File: src/rtl/aes_pkg.sv
// Shared AES definitions: state/column widths, engine FSM states and the
// GF(2^8) helpers used by the column transform.
package aes_pkg;

    localparam int STATE_W = 128;
    localparam int COL_W   = 32;

    typedef enum logic [1:0] {
        IDLE = 2'd0,
        RUN  = 2'd1,
        DONE = 2'd2
    } state_t;

    // Multiply by x in GF(2^8) modulo x^8 + x^4 + x^3 + x + 1 (0x11B).
    function automatic logic [7:0] xtime(input logic [7:0] b);
        return {b[6:0], 1'b0} ^ (b[7] ? 8'h1b : 8'h00);
    endfunction

    // Multiply by a 4-bit constant, which covers every MixColumns coefficient.
    function automatic logic [7:0] gf_mul_const(input logic [7:0] b, input logic [3:0] k);
        logic [7:0] x2;
        logic [7:0] x4;
        logic [7:0] x8;
        x2 = xtime(b);
        x4 = xtime(x2);
        x8 = xtime(x4);
        return ({8{k[0]}} & b) ^ ({8{k[1]}} & x2) ^ ({8{k[2]}} & x4) ^ ({8{k[3]}} & x8);
    endfunction

endpackage

File: src/rtl/mixcolumn_column.sv
// Combinational MixColumns / InvMixColumns of one 32-bit column.
// Row 0 sits in the most significant byte.
module mixcolumn_column
    import aes_pkg::*;
(
    input  logic [COL_W-1:0] col_in,
    input  logic             inv,
    output logic [COL_W-1:0] col_out
);

    logic [7:0] s [4];

    always_comb begin
        for (int r = 0; r < 4; r++) begin
            s[r] = col_in[COL_W-1-8*r -: 8];
        end
    end

    always_comb begin
        col_out = '0;
        for (int r = 0; r < 4; r++) begin
            if (inv) begin
                col_out[COL_W-1-8*r -: 8] = gf_mul_const(s[r], 4'he)
                                          ^ gf_mul_const(s[(r+1)%4], 4'hb)
                                          ^ gf_mul_const(s[(r+2)%4], 4'hd)
                                          ^ gf_mul_const(s[(r+3)%4], 4'h9);
            end else begin
                col_out[COL_W-1-8*r -: 8] = gf_mul_const(s[r], 4'h2)
                                          ^ gf_mul_const(s[(r+1)%4], 4'h3)
                                          ^ s[(r+2)%4]
                                          ^ s[(r+3)%4];
            end
        end
    end

endmodule

File: src/rtl/mixcolumn_engine.sv
// Iterative MixColumns engine: transforms COLS_PER_CYCLE columns of a latched
// AES state per clock, then holds the result until the consumer takes it.
module mixcolumn_engine
    import aes_pkg::*;
#(
    parameter int COLS_PER_CYCLE = 1
) (
    input  logic               clk,
    input  logic               rst,
    input  logic               in_valid,
    output logic               in_ready,
    input  logic [STATE_W-1:0] state_in,
    input  logic               inv,
    output logic               out_valid,
    input  logic               out_ready,
    output logic [STATE_W-1:0] state_out,
    output logic               busy
);

    // Handshake: a transfer happens on a rising edge where valid and ready are
    // both high; the producer holds its data stable while valid waits for ready.

    generate
        if (COLS_PER_CYCLE != 1 && COLS_PER_CYCLE != 2 && COLS_PER_CYCLE != 4) begin : g_bad_cols
            $error("mixcolumn_engine: COLS_PER_CYCLE must be 1, 2 or 4");
        end
    endgenerate

    localparam logic [1:0] CNT_STEP = 2'(COLS_PER_CYCLE % 4);
    localparam logic [1:0] CNT_LAST = 2'((4 - COLS_PER_CYCLE) % 4);

    state_t             state;
    state_t             next_state;
    logic [1:0]         cnt;
    logic               mode;
    logic [STATE_W-1:0] work;
    logic [STATE_W-1:0] next_work;
    logic [COL_W-1:0]   lane_in  [COLS_PER_CYCLE];
    logic [COL_W-1:0]   lane_out [COLS_PER_CYCLE];

    function automatic int col_msb(input int c);
        return STATE_W - 1 - COL_W * (c % 4);
    endfunction

    assign in_ready  = (state == IDLE) && !rst;
    assign out_valid = (state == DONE);
    assign busy      = (state != IDLE);
    assign state_out = work;

    always_ff @(posedge clk or posedge rst) begin
        if (rst) begin
            state <= IDLE;
        end else begin
            state <= next_state;
        end
    end

    always_comb begin
        next_state = state;
        case (state)
            IDLE: if (in_valid) next_state = RUN;
            RUN:  if (cnt == CNT_LAST) next_state = DONE;
            DONE: if (out_ready) next_state = IDLE;
            default: next_state = IDLE;
        endcase
    end

    // Lanes always cover columns cnt.. cnt+COLS_PER_CYCLE-1; cnt is a multiple
    // of COLS_PER_CYCLE so a lane group never wraps past column 3.
    always_comb begin
        for (int i = 0; i < COLS_PER_CYCLE; i++) begin
            lane_in[i] = work[col_msb(int'(cnt) + i) -: COL_W];
        end
    end

    generate
        for (genvar g = 0; g < COLS_PER_CYCLE; g++) begin : g_lane
            mixcolumn_column u_column (
                .col_in  (lane_in[g]),
                .inv     (mode),
                .col_out (lane_out[g])
            );
        end
    endgenerate

    always_comb begin
        next_work = work;
        for (int i = 0; i < COLS_PER_CYCLE; i++) begin
            next_work[col_msb(int'(cnt) + i) -: COL_W] = lane_out[i];
        end
    end

    always_ff @(posedge clk or posedge rst) begin
        if (rst) begin
            work <= '0;
            mode <= 1'b0;
            cnt  <= 2'd0;
        end else begin
            case (state)
                IDLE: begin
                    if (in_valid) begin
                        work <= state_in;
                        mode <= inv;
                        cnt  <= 2'd0;
                    end
                end
                RUN: begin
                    work <= next_work;
                    cnt  <= cnt + CNT_STEP;
                end
                default: ;
            endcase
        end
    end

endmodule

File: config.mk
export PLATFORM = sky130hd
export DESIGN_NAME = mixcolumn_engine
export DESIGN_NICKNAME = d
export VERILOG_FILES = /design/src/rtl/aes_pkg.sv /design/src/rtl/mixcolumn_column.sv /design/src/rtl/mixcolumn_engine.sv
export SDC_FILE = /design/constraint.sdc
export NUM_CORES = 1
export LEC_CHECK = 0
export ABC_AREA = 1
export CELL_PAD_IN_SITES_DETAIL_PLACEMENT = 0
export CELL_PAD_IN_SITES_GLOBAL_PLACEMENT = 1
export CORE_UTILIZATION = 37
export CTS_CLUSTER_DIAMETER = 120
export CTS_CLUSTER_SIZE = 24
export DETAILED_ROUTE_END_ITERATION = 16
export GPL_ROUTABILITY_DRIVEN = 0
export PLACE_DENSITY = 0.87
export SETUP_SLACK_MARGIN = 0.4
export SYNTH_ARGS = -nofsm -noshare
export SYNTH_HDL_FRONTEND = slang
export SYNTH_HIERARCHICAL = 1
export SYNTH_SLANG_ARGS = --single-unit
File: constraint.sdc
create_clock -name clk -period 4.5 [get_ports clk]
set_input_delay 0.675 -clock clk [delete_from_list [all_inputs] [get_ports clk]]
set_output_delay 0.675 -clock clk [all_outputs]
set_load 0.005 [all_outputs]
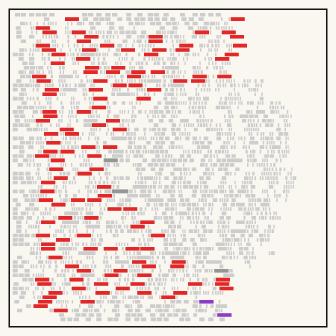
Run 1: register map, names as in the netlist
Other sequential cells in the stronger grey, the rest of the logic in the fainter grey.
| netlist name | colour | flops |
|---|---|---|
| `state_out` | red | 128 |
| `state` | purple | 2 |
not coloured: 3

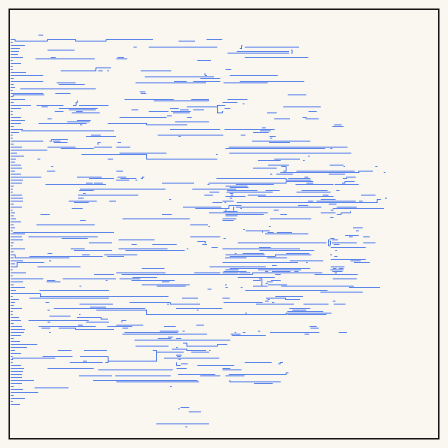
Run 1: met3 routing
longest straight run: 63.7 µm
wire length on this layer: 5,720 µm
nets with wire on the layer: 368
met3 Use GR: 4.70%
total vias in the final route: 15,800
final WL: 59.4 mm

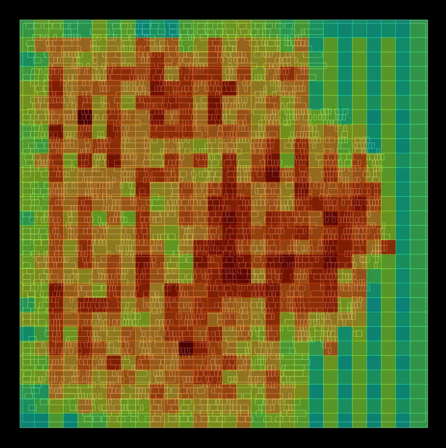
Run 1: track usage over the die
post-route core utilization: 47.4%
GR peak layer: met2
met2 Track Usage GR: 47.5%

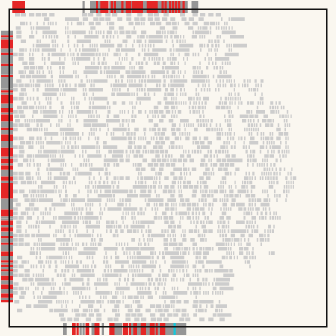
Run 1: pin map
Pins as bars across the die edge, other pins in grey.
| port | colour | pins | direction | edge |
|---|---|---|---|---|
| `inv` | cyan | 1 | input | bottom |
| `state_in` | red | 128 | input | 60 left, 41 top, 27 bottom |
all pins by edge: 123 left, 77 top, 64 bottom

==> impl_metrics.ini, run 1 <==
; generated from flow reports
[outcome]
status = complete, no violations

[floorplan]
pin_count = 264
core_um2 = 36600
dieHeight_um = 195
die-area_um2 = 37900
fp.dieW_um = 195

[final_layout]
final_cells = 2971
fin_nets = 2627
fin_area_um2 = 17300
final_common_cell = nand2_1

[detailed_routing]
drc = 0
ant_nets = 0
wl_met3_mm = 5.72
wl_met1_mm = 24.9
firstDrtPassIters = 8
routed_via_density = 5.33

[setup_path]
worst-setup-path-type = flop to flop
worstSetupStartpointType = flop
cp_data_arrival_time_ns = 4.22
cp.required_ns = 4.87
startpoint = cnt[0]$_DFFE_PP0P_
cp_max_fo = 36
cp_common_cell = nand2_1
cp-endpoint = state_out[50]$_DFFE_PP0P_
rr_startpoint = cnt[0]$_DFFE_PP0P_
cpPeakStageDelay_ns = 0.50
worst-r2r-setup-slack_ns = 0.65

[placement]
place_ws_ns = 0.672
place_hpwl_mm = 44.2
io_buffers = 263
post_dp_cell_area_um2 = 16700

[synthesis]
yosys_cells = 2280
async_flop_share_pct = 100
ys_seq_elements = 133
flop_cell = dfrtp_1
yosysChipArea_um2 = 13700
syn_area_um2 = 13700
ys_seq_share_pct = 24.2
synth-edff-count = 0
syn_nets = 2417

[cts]
cts_tree = yes
cts-htree-levels = 4
cts_buffers = 17
insertion_delay_ns = 0.44
root_buffer = clkbuf_16
cts_setup_buffers = 0
ctsLongestPathBuffers = 2

[timing]
rsz0062_at_grt = no
setup_tns_ns = 0
layout_min_cycle_time_ns = 3.85
fmax_mhz = 260
setup_viol = 0
hold_violations = 0
slew-limit-headroom_pct = 38.3
finalClockPeriodUsage_pct = 85.5

[grt]
gr-usage-all-layers_pct = 30.8
grt_pass1_wl_mm = 88.4
gr-total-overflow = 0
antenna_found_initial = 0

[hold_path]
min_path_type = flop to flop
-- run 1: cell families after synthesis --
family,Yosys count,synth area share [%]
compound gates,131,5.16
xor+xnor,224,15.9
fa+ha+maj,4,0.364
buf+inv,300,10.1
flops,133,24.2
mux,3,0.219
simple gates,1485,44.0
-- run 1: cell usage after synthesis, types with 2 or more instances --
cell type	instances	area, µm²
inv_1	146	548
or2_1	2	12.5
nor2_1	114	428
buf_6	12	135
nand4_1	6	37.5
a21oi_1	8	40.0
nand2_4	8	90.1
xor2_1	127	1110
o22ai_1	32	200
dfrtp_1	133	3330
o21ai_1	12	60.1
nand3b_1	2	15.0
xor2_2	9	146
o21ai_0	74	370
xnor2_1	75	657
inv_4	2	12.5
or2_2	9	56.3
nand3_1	213	1070
buf_1	2	7.51
nand2_2	28	175
a21o_1	3	22.5
xnor2_2	8	130
buf_4	17	128
nand2_1	1100	4130
mux2i_1	3	30.0
inv_2	23	86.3
xor2_4	4	110
ha_1	4	50.1
clkbuf_1	27	101
buf_2	70	350
-- run 1: final cells by class --
| class | count | area, µm² |
|---|---|---|
| Fill cell | 3813 | 19300 |
| Multi-Input combinational cell | 1847 | 9050 |
| Sequential cell | 133 | 3330 |
| Timing Repair Buffer | 320 | 3130 |
| Inverter | 171 | 652 |
| Tap cell | 468 | 586 |
| Clock buffer | 22 | 474 |
| Clock inverter | 10 | 121 |
-- run 1: critical path: cells and delay by family, from the launching register on --
kind	cells	cell delay, ns
AND/OR/NAND/NOR	11	1.11
buffers and inverters	6	1.00
AND-OR/OR-AND	3	0.74
flip-flops	1	0.50
XOR/XNOR	1	0.38
-- run 1: repair_timing --
action	CTS	global route
endpoints found under the setup margin	0	34
hold buffers	0	0
resized	0	5
-- run 1: state kept, by name (all words and copies together), names as in the netlist --
register	count
state_out	128
cnt	2
state	2
mode	1
Run 1, wiring by layer:
Two of the layers only.
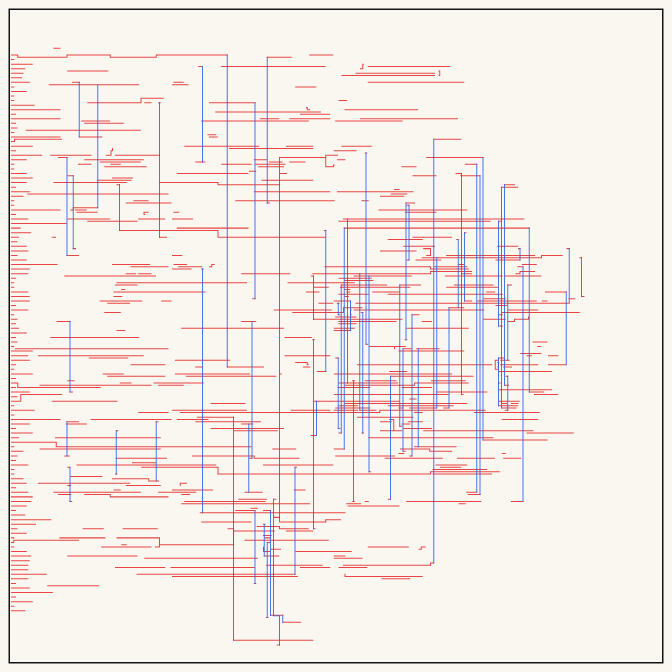

==> run 2: changes to the inputs <==
CORE_UTILIZATION = 33   (was 37)
GPL_TIMING_DRIVEN = 0   (was not set)
PLACE_DENSITY = 0.82   (was 0.87)
clock period = 3.1 ns   (was 4.5 ns; I/O delays follow)
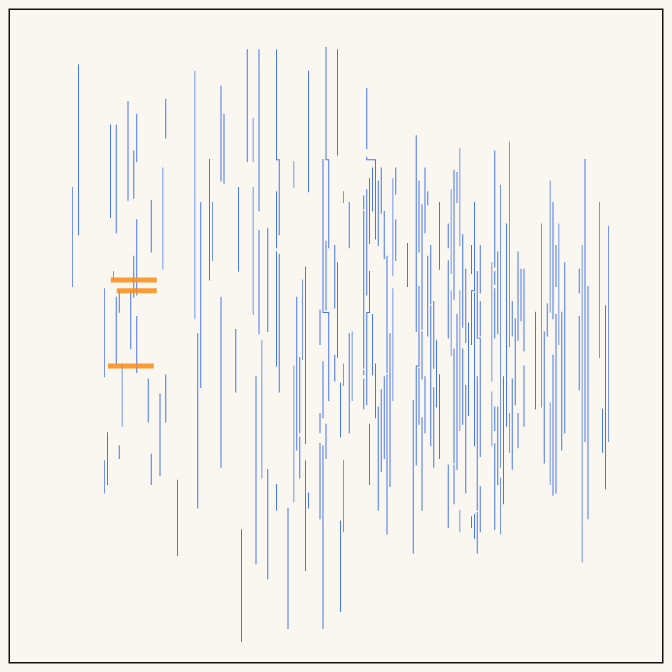
Run 2: wiring by layer
Two of the layers only.
| layer | colour | wire length |
|---|---|---|
| M5 | orange | 36.8 µm |
| M4 | blue | 5,890 µm |

==> impl_metrics.ini, run 2 <==
; generated from flow reports
[outcome]
status = finished with violations
violations = setup timing

[synthesis]
top_cell_area_share_pct = 30.1
syn_area_um2 = 13700
flop_cell = dfrtp_1
yosysMostFrequentCell = nand2_1
top_cells_by_count = nand2_1 (1,100), nand3_1 (213), inv_1 (146)
ys_seq_elements = 133
synth-edff-count = 0
synth.largest_area_cell = nand2_1
async_flop_share_pct = 100
area_leaders = nand2_1 (30%), dfrtp_1 (24%), xor2_1 (8.1%)

[setup_path]
worst-setup-path-type = flop to flop
worstSetupStartpointType = flop
cp.required_ns = 3.43
cp_max_fo = 7
worst-r2r-setup-slack_ns = -0.29

[cts]
ctsLongestPathBuffers = 2
cts_tree = yes
insertion_delay_ns = 0.44
ctsHoldBuffers = 0

[placement]
place_hpwl_mm = 52.0
io_buffers = 263

[floorplan]
core_um2 = 40900
dieHeight_um = 206
fp.dieW_um = 206

[timing]
layout_min_cycle_time_ns = 3.39
setup_tns_ns = -11.17
rsz0062_at_grt = yes
hold_violations = 0
setup_viol = 110
worst_slack_ns = -0.291

[detailed_routing]
routed_via_density = 5.50
firstDrtPassIters = 5
wl_met3_mm = 7.86

[final_layout]
largest_reg_flops = 128

[grt]
gr-total-overflow = 0
grt_util_met3_pct = 6.73
grt_use_met2_pct = 53.7
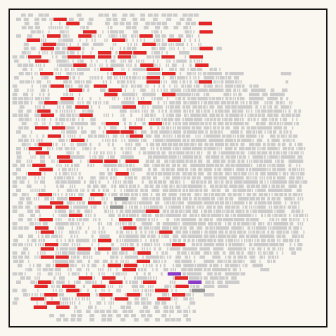
Run 2: register map, names as in the netlist
Other sequential cells in the stronger grey, the rest of the logic in the fainter grey.
| netlist name | colour | flops |
|---|---|---|
| `state` | purple | 2 |
| `state_out` | red | 128 |
not coloured: 3
FF+latch area: 3330 µm²
post-route core utilization: 58.2%
Seq/total area: 14.0%

run 2: what timing repair did:
action	4_1_cts	5_1_grt
cloned	8	1
pin swaps	203	290
endpoints found under the setup margin	128	128
buffers inserted	162	55
endpoints found under the hold margin	0	0
resized	571	486
run 2: final cells by class:
type	instances	area [µm²]
multi-input cells	1847	12400
well taps	532	666
repair buffers	493	4950
fillers	3590	17100
clock inverters	8	51.3
inverters	171	764
flip-flops and latches	133	3330
plain buffers	129	1160
clock buffers	24	482
run 2: worst min-delay path by stage:
stage | endpoint | cells after the start
after global placement | state_out[33]$_DFFE_PP0P_ | 2
after floorplan | mode$_DFFE_PP0P_ | 2
after CTS | state_out[37]$_DFFE_PP0P_ | 2
final | state_out[34]$_DFFE_PP0P_ | 2
after global routing | state_out[72]$_DFFE_PP0P_ | 2
after detailed placement | state_out[37]$_DFFE_PP0P_ | 2
run 2: worst max-delay path, stage by stage, from the launching register on:
cell and delay (ns):
dfrtp_1 0.37, buf_6 0.14, clkinvlp_4 0.17, buf_6 0.18, clkbuf_16 0.16, o21ai_2 0.06, o22ai_2 0.13, buf_6 0.17
buf_6 0.15, xnor2_4 0.27, xor2_4 0.34, xor2_2 0.28, a21oi_1 0.13, o21ai_1 0.15, nand2_1 0.13, inv_2 0.09
nor2_2 0.06, nand3_1 0.13, nand2_1 0.06, nand2_1 0.05, nand2_1 0.04
run 2: kinds of logic after synthesis:
kind of cell	Yosys count	share of synthesized area [%]
fa+ha+maj	4	0.364
mux	3	0.219
compound gates	131	5.16
flops	133	24.2
xor+xnor	224	15.9
buf+inv	300	10.1
simple gates	1485	44.0
run 2: metrics by stage:
step           cell area, µm²  util [%]
2_1_floorplan           13800         -
3_3_place_gp            17100      41.7
3_5_place_dp            17200      42.0
4_1_cts                 21400      52.3
5_1_grt                 23800      58.2
6_report                23800      58.2
==> run 3: changes to the inputs <==
CAP_MARGIN = 10   (was not set)
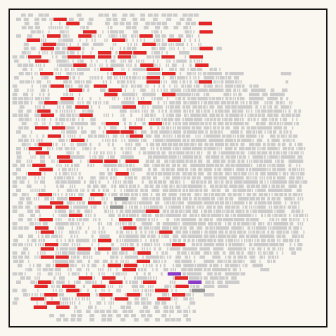
Run 3: register map, names as in the netlist
Other sequential cells in the stronger grey, the rest of the logic in the fainter grey.
| netlist name | colour | flops |
|---|---|---|
| `state` | purple | 2 |
| `state_out` | red | 128 |

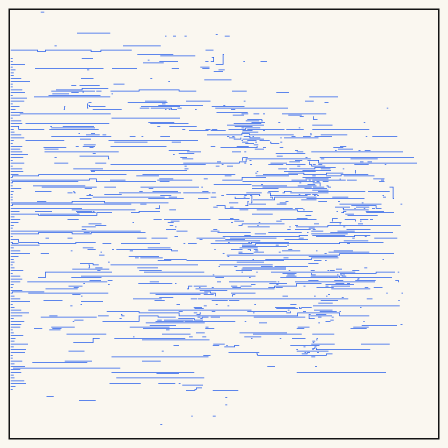
Run 3: met3 routing
wire length on this layer: 7,860 µm
longest straight run: 83.7 µm
main direction: horizontal
share of all routed wire: 10%
nets with wire on the layer: 536

==> impl_metrics.ini, run 3 <==
; generated from flow reports
[final_layout]
flop_area_um2 = 3330
clkbuf_count = 24
logic_gates = 1847
logic_area_um2 = 12400
seq_area_share_pct = 14.0
inverters = 171
nFlopsAndLatches = 133
sh_comb_area_pct = 52.1
fin_area_um2 = 23800
final-nonclk-buf-share_pct = 25.7
num-fill-cells = 3590
nNonClkBuffers = 622
largest_reg_flops = 128
clock_area_share_pct = 2.24
largestClassByArea = logic gates

[setup_path]
crit_buf_inv = 7
cp_max_fo = 7
worst-setup-path-type = flop to flop
crit_family = buffers and inverters
cp.required_ns = 3.43
crit_slowest_cell = dfrtp_1
worstPathCellList = buf_6 > clkinvlp_4 > buf_6 > clkbuf_16 > o21ai_2 > o22ai_2 > buf_6 > buf_6 > xnor2_4 > xor2_4 > xor2_2 > a21oi_1 > o21ai_1 > nand2_1 > inv_2 > nor2_2 > nand3_1 > nand2_1 > nand2_1 > nand2_1
worstSetupStartpointType = flop

[synthesis]
top_cells_by_count = nand2_1 (1,100), nand3_1 (213), inv_1 (146)
ys_seq_elements = 133
ys_sh_adder_pct = 0.364
muxShareOfSynthArea_pct = 0.219
ys_sh_simple_pct = 44.0
flop_cell = dfrtp_1
synth.largest_area_cell = nand2_1
async_flop_share_pct = 100
synthTopLogicFamily = simple AND/OR/NAND/NOR gates
area_leaders = nand2_1 (30%), dfrtp_1 (24%), xor2_1 (8.1%)
xor_share_pct = 15.9
syn_area_um2 = 13700
synth-edff-count = 0
yosysMostFrequentCell = nand2_1

[cts]
insertion_delay_ns = 0.44
cts_tree = yes
ctsLongestPathBuffers = 2
ctsHoldBuffers = 0

[timing]
worst_slack_ns = -0.291
layout_min_cycle_time_ns = 3.39
setup_viol = 110
hold_violations = 0
rsz0062_at_grt = yes

[detailed_routing]
firstDrtPassIters = 5
routed_via_density = 5.50

[outcome]
status = finished with violations
violations = setup timing

[placement]
place_hpwl_mm = 52.0
io_buffers = 263
post_dp_cell_area_um2 = 17200

[floorplan]
taps = 532
dieHeight_um = 206
fp.dieW_um = 206
core_um2 = 40900

[grt]
grt_util_met3_pct = 6.73
grt_use_met2_pct = 53.7
gr-total-overflow = 0
[run 3: cell counts in the layout (fill, tap and decap cells not counted)]
Identical to the previous run, type by type.
[run 3: worst register-to-register path, stage by stage (launching register included)]
cell,delay (ns)
dfrtp_1,0.37
buf_6,0.14
clkinvlp_4,0.18
buf_6,0.18
clkbuf_16,0.16
o21ai_2,0.06
o22ai_2,0.13
buf_6,0.17
buf_6,0.15
xnor2_4,0.28
xor2_4,0.35
xor2_2,0.28
a21oi_1,0.13
o21ai_1,0.15
nand2_1,0.13
inv_2,0.09
nor2_2,0.06
nand3_1,0.13
nand2_1,0.06
nand2_1,0.05
nand2_1,0.04
[run 3: per-stage QoR]
step                setup WS [ns]  hold slack, ns
finish                     -0.291           0.515
detailed placement          -1.22           0.488
floorplan                   0.388           0.458
global placement            -1.20           0.481
CTS                        0.0498           0.506
global route               -0.366           0.533
[run 3: final timing paths]
kind | startpoint | cells past startpoint | end | slack, ns
hold reg to reg | state_out[34]$_DFFE_PP0P_ | 2 | state_out[34]$_DFFE_PP0P_ | 0.51
min in group asynchronous | rst | 2 | mode$_DFFE_PP0P_ | 0.53
setup reg to reg | cnt[1]$_DFFE_PP0P_ | 20 | state_out[40]$_DFFE_PP0P_ | -0.29
max in group asynchronous | rst | 5 | state_out[82]$_DFFE_PP0P_ | 1.58
setup / recovery | cnt[1]$_DFFE_PP0P_ | 20 | state_out[40]$_DFFE_PP0P_ | -0.29
hold / removal | state_out[34]$_DFFE_PP0P_ | 2 | state_out[34]$_DFFE_PP0P_ | 0.51
[run 3: repair_timing]
| item | in CTS | in global routing |
|---|---|---|
| gates cloned | 8 | 1 |
| setup buffers | 162 | 55 |
| resized | 571 | 486 |
| setup endpoints to repair | 128 | 128 |
| pin swaps | 203 | 290 |
